==> config.mk <==
export PLATFORM = sky130hd
export DESIGN_NAME = immed_encoder
export DESIGN_NICKNAME = d
export VERILOG_FILES = /design/src/rtl/immed_pkg.sv /design/src/rtl/immed_step_sel.sv /design/src/rtl/immed_encoder.sv
export SDC_FILE = /design/constraint.sdc
export NUM_CORES = 1
export LEC_CHECK = 0
export ABC_AREA = 1
export CORE_ASPECT_RATIO = 0.5
export CORE_MARGIN = 2
export CORE_UTILIZATION = 55
export CTS_CLUSTER_SIZE = 30
export DETAILED_ROUTE_END_ITERATION = 6
export PLACE_DENSITY = 0.82
export SLEW_MARGIN = 20
export SYNTH_ARGS = -nofsm -noshare
export SYNTH_HDL_FRONTEND = slang
export SYNTH_SLANG_ARGS = --single-unit
export TNS_END_PERCENT = 100
==> constraint.sdc <==
create_clock -name clk -period 4.44 [get_ports clk]
set_input_delay 0.666 -clock clk [delete_from_list [all_inputs] [get_ports clk]]
set_output_delay 0.666 -clock clk [all_outputs]
set_load 0.02 [all_outputs]
Figure 1. Placed standard cells (run 1).
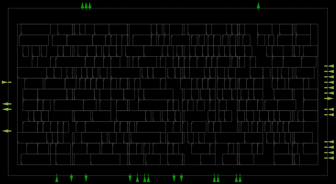
Flops: 15
Final Instance Count excl. Fillers: 323
fin util: 0.742
Tap Count: 37

Figure 2. Cells coloured by class (run 1).
Fill, decap, tap and diode cells in grey.
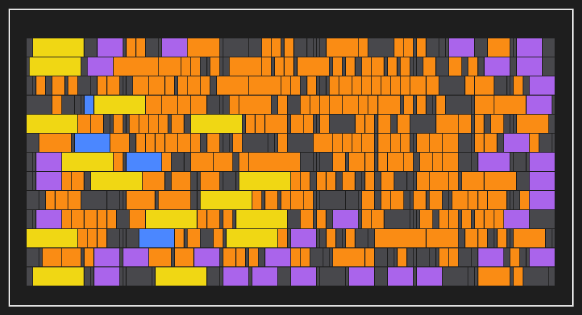
remaining logic cells -> orange  # cells 234, share of their area 65%
sequential cells -> yellow  # cells 15, share of their area 16%
clock drivers and dummy loads -> blue  # cells 4, share of their area 2.3%
remaining buffers and delay cells -> purple  # cells 33, share of their area 17%
Seq/total area: 0.152
core footprint: 0.00267 mm2

Figure 3. Sequential cells grouped by signal name (run 1).
Other sequential cells in the stronger grey, the rest of the logic in the fainter grey.
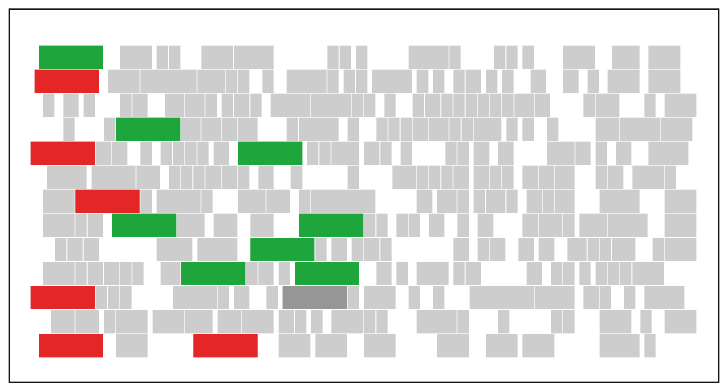
step_cnt -> red  # flops 6
residual_q -> green  # flops 8
not coloured = 1
P_seq: 0.160 mW
flip-flop and latch area: 300 um2

==> results.tsv, run 1 <==
stage	metric	value	unit
outcome	outcome	complete, no violations	
cells_and_area	fill_cells	228	
grt	gr-total-overflow	0	
critical_path	end_kind	output port	
min_path	hold_path_class	reg -> reg	
synth	syn_area	0.00159	mm2
power	power_leakage	0.994	nW
clock_tree	htreeDepth	1	
final_timing	tightest_slew	415	ps
synth	ys_sh_xor	0.0220	
drt	wl_per_cell	12.7	um
synth	synthesis.nets	292	
grt	first_global_vias	1535	
critical_path	max_stage_delay	450	ps
final_timing	fin_tns_setup	0	ps
synth	synth.top_cell.area_share	0.188	
drt	first_pass_iters	4	
cells_and_area	drive_above_1_share	0.0490	
final_timing	finalClockPeriodUsage	0.875	
cells_and_area	antenna_cells	0	
synth	flop_cell	dfxtp_1	
critical_path	critical_path_class	reg -> out	
synth	mux_share	0	
synth	ys_types	36	
drt	drcViolationCount	0	
critical_path	crit_chain	nor2_1 > and3b_1 > nand3_4 > nor2_2 > nor2_2 > nand2_2 > o21ai_0 > nor2_1 > ha_1 > fa_1 > inv_1 > nand3_1 > nand2_1 > nand2_1 > nand2_1 > nand4_1 > nor4_1 > dlymetal6s2s_1	
drt	wl_met1	2010	um
power	power.density	335	mW/mm2
cells_and_area	largest_register_ff_count	8	
clock_tree	clock_path_buffers	2	
final_timing	hold_slack	484	ps
power	intPower	0.356	mW
placement	place_ws	520	ps
floorplan	rows	13	
synth	ys_warn_count	0	
synth	simple_gate_area_frac	0.341	
power	p_comb_frac	0.594	
floorplan	chipWidth	80.1	um
job	warnings	26	
final_timing	slew_viol_final	0	
drt	met2_length	1700	um
synth	netlist_instances	254	
clock_tree	numCtsBuffers	3	
cells_and_area	lay_top_count	nand2_1	
drt	num_vias	1774	
grt	grt_max_degree	16	
## run 1: through the flow
stage	util	area [um2]
floorplan	-	1590
global placement	0.725	1930
detailed placement	0.725	1930
CTS	0.742	1980
global route	0.742	1980
finish	0.742	1980
## run 1: cell families (layout without fill, tap and decap cells)
kind of cell,Yosys count,after routing
AND-OR/OR-AND,43,43
flip-flops,15,15
buffers and inverters,55,87
XOR/XNOR,4,4
AND/OR/NAND/NOR,120,120
adder cells (fa/ha/maj),17,17
## run 1: cell type report
type	instances	area (um2)	area share
Multi-Input combinational cell	184	1070	0.539
Timing Repair Buffer	33	333	0.168
Sequential cell	15	300	0.152
Inverter	50	188	0.0948
Tap cell	37	46.3	0.0234
Clock buffer	4	45.0	0.0227
## run 1: Yosys cell counts (2+ instances only)
cell,number
inv_2,2
inv_1,47
a211oi_1,2
nand4_1,6
o21bai_1,3
nor3_1,5
nor4_1,2
ha_1,15
o211ai_1,2
nand3b_1,3
a21oi_1,16
nor2_1,21
nand2_1,60
buf_4,3
xor2_1,4
dfxtp_1,15
fa_1,2
nor2_2,2
o21ai_0,12
nand3_1,16
## run 1: timing repair
action | in CTS | in global routing
setup buffers | 0 | 0
hold endpoints to repair | 0 | 0
endpoints found under the setup margin | 0 | 1
gates resized | 0 | 1
hold buffers | 0 | 0
## run 1: routing by layer
layer,vias to the layer above,global-route usage
met5,-,0
met4,0,0.0542
met3,10,0.0345
met2,81,0.378
met1,795,0.343
li1,888,-
## run 1: power by group through the flow
| stage | registers (mW) | clock network [mW] | logic, mW |
|---|---|---|---|
| finish | 0.160 | 0.109 | 0.394 |
| global route | 0.162 | 0.115 | 0.440 |
| CTS | 0.160 | 0.109 | 0.385 |
| detailed placement | 0.162 | 0 | 0.382 |
| global placement | 0.163 | 0 | 0.376 |
| floorplan | 0.159 | 0 | 0.292 |
Figure 4. Routed metal, one colour a layer (run 1).
The bar under the picture is 20 um long. Only two layers are drawn.
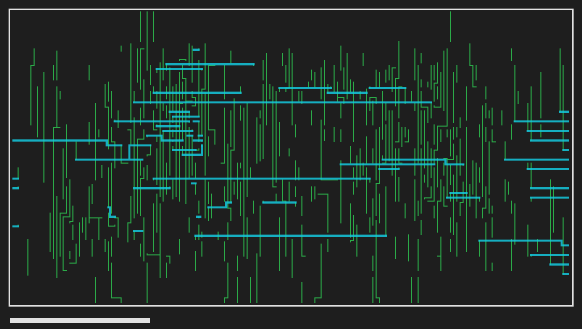

==> inputs of run 2 (changes only) <==
- CAP_MARGIN: unset -> 40
- CTS_BUF_LIST: unset -> sky130_fd_sc_hd__clkbuf_8
Figure 5. Routed metal, one colour a layer (run 2).
The bar under the picture is 20 um long. Only two layers are drawn.
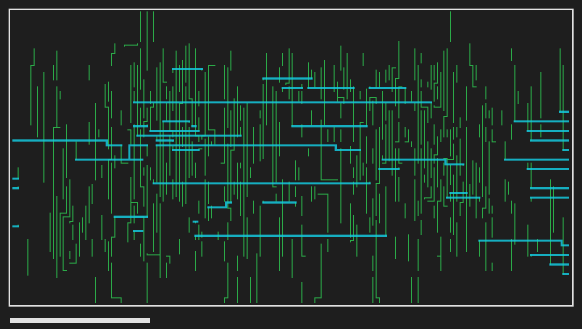
M3 -> cyan  # wire length 335 um
M2 -> green  # wire length 1730 um
vias after detailed routing: 1752
drt wl/cell: 12.8 um
Post-Route WL: 4130 um

Figure 6. Routed metal per tile (run 2).
The bar under the picture is 20 um long. 16 x 8 tiles, from black (low) to pale yellow (high), scaled to the fullest tile. Values are wire area over tile area, all layers added.
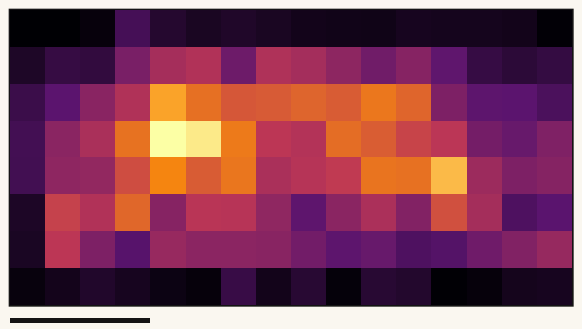
tiles over half the peak = 20%
densest ninth of the die = middle
nearly empty tiles = 6.2%
emptiest ninth of the die = top right
GRT Total Usage: 0.239

==> results.tsv, run 2 <==
stage	metric	value	unit	change
power	intPower	0.354	mW	-0.68%
clock_tree	postCtsHoldBufs	0		unchanged
job	maxCapViolCount	0		
cells_and_area	fill_cells	228		unchanged
placement	hpwl	3280	um	
final_timing	fin_tns_setup	0	ps	unchanged
clock_tree	numCtsBuffers	3		unchanged
job	warnings	26		unchanged
floorplan	core_area	0.00267	mm2	unchanged
synth	ys_warn_count	0		unchanged
floorplan	die_y	42.1	um	
final_timing	relSlewSlack	0.722		
final_timing	tightest_slew	416	ps	+0.597 ps
synth	flop_cell	dfxtp_1		
synth	yosysTopAreaCell	dfxtp_1		
power	p_clk_frac	0.162		
synth	syn_area	0.00159	mm2	unchanged
final_timing	rsz0062_at_grt	false		
synth	synth.top_cell.area_share	0.188		unchanged
synth	ys_types	36		unchanged
final_timing	finalClockPeriodUsage	0.873		-0.00215
final_timing	hold_slack	484	ps	+0.0150 ps
drt	first_pass_iters	4		unchanged
cells_and_area	final_nets	325		
clock_tree	cts_tree	yes		
cells_and_area	drive_above_1_share	0.0490		unchanged
clock_tree	clkLatencyLatePin	250	ps	
power	power_leakage	0.998	nW	+0.42%
synth	ys_async_sr_fraction	0		
power	p_comb_frac	0.596		+0.002
critical_path	critical_path_class	reg -> out		
synth	ys_area	0.00159	mm2	
drt	drt_iter0_drc	163		
placement	port_buffers	33		
cells_and_area	largest_register_ff_count	8		unchanged
floorplan	io_pins	34		
clock_tree	clock_path_buffers	2		unchanged
clock_tree	cts-root-buf	clkbuf_8		
clock_tree	post_cts_buffers	0		unchanged
critical_path	end_kind	output port		
cells_and_area	lay_top_count	nand2_1		
power	power.density	333	mW/mm2	-0.43%
outcome	outcome	complete, no violations		
synth	yosysMostFrequentCell	nand2_1		
cells_and_area	final_cell_mix	nand2_1 (60), inv_1 (48), clkdlybuf4s50_1 (32)		
critical_path	rr_worst_depth	20		
synth	synth.area.top_cells	dfxtp_1 (19%), nand2_1 (14%), ha_1 (12%)		
critical_path	r2r_slack	1580	ps	
floorplan	chipWidth	80.1	um	unchanged
synth	synthesis.nets	292		unchanged
cells_and_area	antenna_cells	0		unchanged
power	vdd_ir_drop_max	0.000310	V	
final_timing	slew_viol_final	0		unchanged
synth	top_cells_by_count	nand2_1 (60), inv_1 (47), nor2_1 (21), a21oi_1 (16), nand3_1 (16)		
synth	postSynthSeqShare	0.188		
grt	grt_max_degree	16		unchanged
grt	gr-total-overflow	0		unchanged
placement	place_ws	520	ps	unchanged
drt	drcViolationCount	0		unchanged
grt	first_global_vias	1535		unchanged
floorplan	rows	13		unchanged
min_path	hold_path_class	reg -> reg		
synth	ys_cells	254		
synth	netlist_instances	254		unchanged
clock_tree	htreeDepth	1		unchanged
==> run 2: cell families after synthesis <==
group	after synthesis	synth area share
buf+inv	55	0.141
fa+ha+maj	17	0.143
flops	15	0.188
simple gates	120	0.341
compound gates	43	0.164
xor+xnor	4	0.0220
==> run 2: final cells by class <==
| type | count | area, um2 | share of cell area |
|---|---|---|---|
| clock buffer | 3 | 41.3 | 0.0208 |
| clock inverter | 1 | 3.75 | 0.00190 |
| inverter | 50 | 188 | 0.0948 |
| multi-input combinational | 184 | 1070 | 0.539 |
| sequential | 15 | 300 | 0.152 |
| tap | 37 | 46.3 | 0.0234 |
| timing repair buffer | 33 | 333 | 0.168 |
==> run 2: per-stage QoR <==
| stage | cells | area (um2) | utilization |
|---|---|---|---|
| 2_1_floorplan | 254 | 1590 | - |
| 3_3_place_gp | 319 | 1930 | 0.725 |
| 3_5_place_dp | 319 | 1930 | 0.725 |
| 4_1_cts | 323 | 1980 | 0.742 |
| 5_1_grt | 323 | 1980 | 0.742 |
| 6_report | 323 | 1980 | 0.742 |
==> run 2: worst max-delay path, cell delays in order, from the launching register on <==
cell and delay [ps]:
dfxtp_1 450, nor2_1 60, and3b_1 280, nand3_4 110, nor2_2 40, nor2_2 110
nand2_2 80, o21ai_0 120, nor2_1 80, ha_1 220, fa_1 410, inv_1 90
nand3_1 90, nand2_1 80, nand2_1 40, nand2_1 90, nand4_1 100, nor4_1 250
dlymetal6s2s_1 280
==> run 2: power groups by stage <==
stage / combinational [mW] / sequential [mW] / clock [mW]
floorplan: 0.292 / 0.159 / 0
global placement: 0.376 / 0.163 / 0
detailed placement: 0.382 / 0.162 / 0
CTS: 0.385 / 0.160 / 0.107
global route: 0.440 / 0.162 / 0.112
finish: 0.393 / 0.160 / 0.107
==> run 2: per-layer routing <==
layer,vias to the layer above,GRT usage,share of wire
met4,0,0.0542,0.0056
li1,892,-,-
met2,70,0.378,0.42
met3,4,0.0345,0.081
met1,786,0.343,0.49
met5,-,0,0
==> run 2: timing repair <==
action,CTS,global route
resized,0,1
hold endpoints to repair,0,0
setup endpoints to repair,0,1
Power figures rest on the tool's default switching activity, not on a simulated workload.
